Supply network:
Scale: 6 px per um. Pins as bars on the die edge. Tap cells in grey.
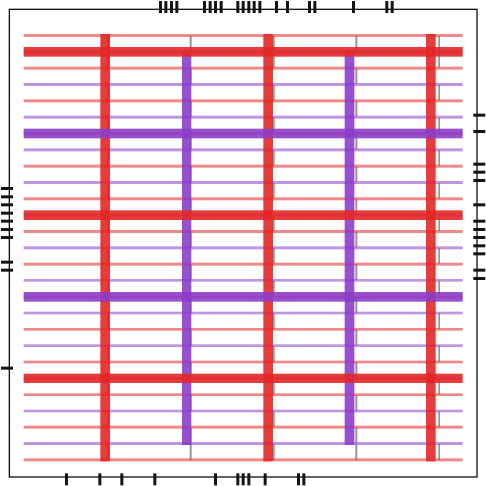
Cell classes on the final placement:
Scale: 6 px per um. Fill, decap, tap and diode cells in grey.
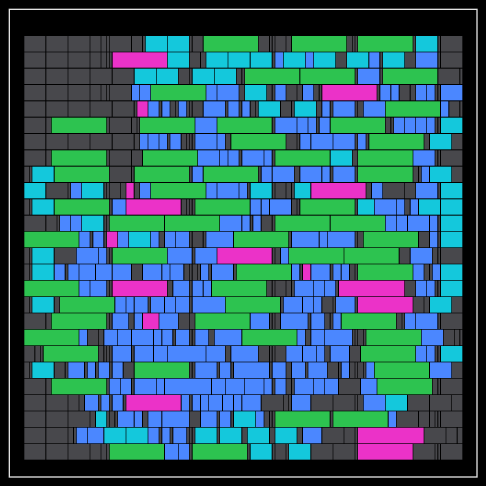
### src/rtl/lut_cfg_pkg.sv
// Shared definitions for LUTRAM configuration loading: FSM encoding and sizing helpers.
// Also used by the fabric config top level to size the config stream.
package lut_cfg_pkg;

  typedef enum logic [1:0] {
    ST_IDLE  = 2'd0,
    ST_WAIT  = 2'd1,
    ST_SHIFT = 2'd2,
    ST_DONE  = 2'd3
  } state_t;

  function automatic int clog2(input int v);
    int r = 0;
    int x = v - 1;
    while (x > 0) begin
      r++;
      x = x >> 1;
    end
    return r;
  endfunction

  function automatic int total_bits(input int k, input int num_luts);
    return num_luts << k;
  endfunction

  function automatic int num_words(input int k, input int num_luts, input int word_w);
    return (total_bits(k, num_luts) + word_w - 1) / word_w;
  endfunction

  // A power-of-two total gets a spare bit so the final-index compare never aliases to zero.
  function automatic int idx_width(input int total);
    return ((total & (total - 1)) == 0) ? clog2(total) + 1 : clog2(total);
  endfunction

endpackage

### src/rtl/lut_cfg_shifter.sv
// Config word shift register: serialises one word bit 0 first and tracks bits remaining.
// Latency: load/shift take effect at the next rising edge; bit0 is the bit currently presented.
// Backpressure: none; the caller decides when to load or shift.
module lut_cfg_shifter import lut_cfg_pkg::*; #(
  parameter int WORD_W = 32
) (
  input  logic              clk,
  input  logic              rst_n,
  input  logic              load,
  input  logic [WORD_W-1:0] load_data,
  input  logic              shift,
  output logic              bit0,
  output logic              last_bit
);

  localparam int CW = clog2(WORD_W) + 1;

  logic [WORD_W-1:0] sr;
  logic [CW-1:0]     cnt;

  always_ff @(posedge clk or negedge rst_n) begin
    if (!rst_n) begin
      sr  <= '0;
      cnt <= '0;
    end else if (load) begin
      sr  <= load_data;
      cnt <= CW'(WORD_W);
    end else if (shift) begin
      sr  <= sr >> 1;
      cnt <= cnt - 1'b1;
    end
  end

  assign bit0     = sr[0];
  assign last_bit = (cnt == CW'(1));

endmodule

### src/rtl/lut_config_loader.sv
// Serialises a config word stream into per-bit LUTRAM writes (shared addr/data, one-hot enable).
// Latency: word accepted at edge N drives its bit 0 in cycle N+1, then one bit per cycle.
// Backpressure: cfg_ready only in WAIT or on a word's last bit; a missing word stalls in WAIT.
module lut_config_loader import lut_cfg_pkg::*; #(
  parameter int K        = 6,
  parameter int NUM_LUTS = 8,
  parameter int WORD_W   = 32
) (
  input  logic                clk,
  input  logic                rst_n,
  input  logic                start,
  input  logic [WORD_W-1:0]   cfg_data,
  input  logic                cfg_valid,
  output logic                cfg_ready,
  output logic [K-1:0]        wr_addr,
  output logic                wr_data,
  output logic [NUM_LUTS-1:0] wr_en,
  output logic                busy,
  output logic                cfg_done
);

  localparam int TOTAL = total_bits(K, NUM_LUTS);
  localparam int IW    = idx_width(TOTAL);
  localparam logic [IW-1:0] LAST_IDX = IW'(TOTAL - 1);

  state_t              state, state_nxt;
  logic [IW-1:0]       bit_idx, bit_idx_nxt;
  logic [NUM_LUTS-1:0] wr_en_nxt;
  logic                sr_load, sr_shift, sr_bit0, sr_last, final_bit;

  lut_cfg_shifter #(.WORD_W(WORD_W)) u_shifter (
    .clk       (clk),
    .rst_n     (rst_n),
    .load      (sr_load),
    .load_data (cfg_data),
    .shift     (sr_shift),
    .bit0      (sr_bit0),
    .last_bit  (sr_last)
  );

  assign final_bit = (bit_idx == LAST_IDX);
  // The final word never re-opens the stream, even when it fills exactly.
  assign cfg_ready = (state == ST_WAIT) || (state == ST_SHIFT && sr_last && !final_bit);

  always_comb begin
    state_nxt   = state;
    bit_idx_nxt = bit_idx;
    sr_load     = 1'b0;
    sr_shift    = 1'b0;
    wr_en_nxt   = '0;
    case (state)
      ST_IDLE, ST_DONE: begin
        if (start) begin
          state_nxt   = ST_WAIT;
          bit_idx_nxt = '0;
        end
      end
      ST_WAIT: begin
        if (cfg_valid) begin
          sr_load   = 1'b1;
          state_nxt = ST_SHIFT;
        end
      end
      ST_SHIFT: begin
        if (final_bit) begin
          state_nxt = ST_DONE;
        end else begin
          bit_idx_nxt = bit_idx + 1'b1;
          if (!sr_last)
            sr_shift = 1'b1;
          else if (cfg_valid)
            sr_load = 1'b1;
          else
            state_nxt = ST_WAIT;
        end
      end
      default: state_nxt = ST_IDLE;
    endcase
    // Enable is precomputed for the next cycle so the LUTRAM sees a glitch-free flop.
    if (state_nxt == ST_SHIFT)
      wr_en_nxt = NUM_LUTS'(1) << (bit_idx_nxt >> K);
  end

  always_ff @(posedge clk or negedge rst_n) begin
    if (!rst_n) begin
      state   <= ST_IDLE;
      bit_idx <= '0;
      wr_en   <= '0;
    end else begin
      state   <= state_nxt;
      bit_idx <= bit_idx_nxt;
      wr_en   <= wr_en_nxt;
    end
  end

  assign wr_addr  = bit_idx[K-1:0];
  assign wr_data  = sr_bit0;
  assign busy     = (state == ST_WAIT) || (state == ST_SHIFT);
  assign cfg_done = (state == ST_DONE);

endmodule

### config.mk
export PLATFORM = sky130hd
export DESIGN_NAME = lut_config_loader
export DESIGN_NICKNAME = d
export VERILOG_FILES = /design/src/rtl/lut_cfg_pkg.sv /design/src/rtl/lut_cfg_shifter.sv /design/src/rtl/lut_config_loader.sv
export SDC_FILE = /design/constraint.sdc
export NUM_CORES = 1
export LEC_CHECK = 0
export CAP_MARGIN = 20
export CORE_MARGIN = 2
export CORE_UTILIZATION = 57
export CTS_BUF_LIST = sky130_fd_sc_hd__clkbuf_16
export CTS_CLUSTER_DIAMETER = 30
export DETAILED_ROUTE_END_ITERATION = 6
export HOLD_SLACK_MARGIN = 0.03
export PLACE_DENSITY = 0.92
export SETUP_SLACK_MARGIN = 0.02
export SYNTH_ARGS = -nofsm -noshare
export SYNTH_HDL_FRONTEND = slang
export SYNTH_SLANG_ARGS = --single-unit
### constraint.sdc
create_clock -name clk -period 3.8 [get_ports clk]
set_input_delay 0.76 -clock clk [delete_from_list [all_inputs] [get_ports clk]]
set_output_delay 0.76 -clock clk [all_outputs]
set_load 0.005 [all_outputs]
==> run notes <==
yosys + openroad results -> simple share approximately 18%, critical path depth 6, GR Util All Layers between 20% and 30%, I/O pins about 54, status finished clean, drt drc 0, Top area cell types dfrtp_1 (47%), mux2i_1 (11%), nand2_1 (5.0%), Top cells excl fill/tap dfrtp_1 (58), clkdlybuf4s50_1 (52), nand2_1 (41), mux2i_1 (33), o21ai_1 (26), R2R setup slack 1.24 ns, largest net degree at the start of global routing 38, Post-DP Area between 0.003 and 0.004 sq mm, CP startpoint state[0]$_DFF_PN0_, combinational share of cell area about 37%, seq pwr roughly 620 uW, Comb power frac under 10%, met3 Use GR 4.53%, r2r endpoint u_shifter.sr[19]$_DFFE_PN0P_, chip area 0.00604 sq mm, Distinct cells, synth approximately 55, Int Power approximately 1200 uW, worst-margin pin slew between 0.5 and 0.6 ns, number of flip-flops in the largest register 32, CP Data Required Time a little over 3 ns, Net Count, Synth between 300 and 400
Notes on 'supply network' above:
legend:
  red:
    net: VSS
  purple:
    net: VDD
met1 rails: 27
signal pins: 54
met4 straps: 5
core box area: 0.00517 sq mm
Die Span X: 77.7 um

Notes on 'cell classes on the final placement' above:
legend:
  blue:
    class: combinational and other logic
    cells: 224
  magenta:
    class: clock drivers and dummy loads
    cells: 16
  cyan:
    class: other buffers and delay cells
    cells: 55
  green:
    class: flops
    cells: 58
post-route cell area: 0.00385 sq mm
flop share of the area: 37.7%

No activity file was given, so power comes from the tool's default toggle rates.
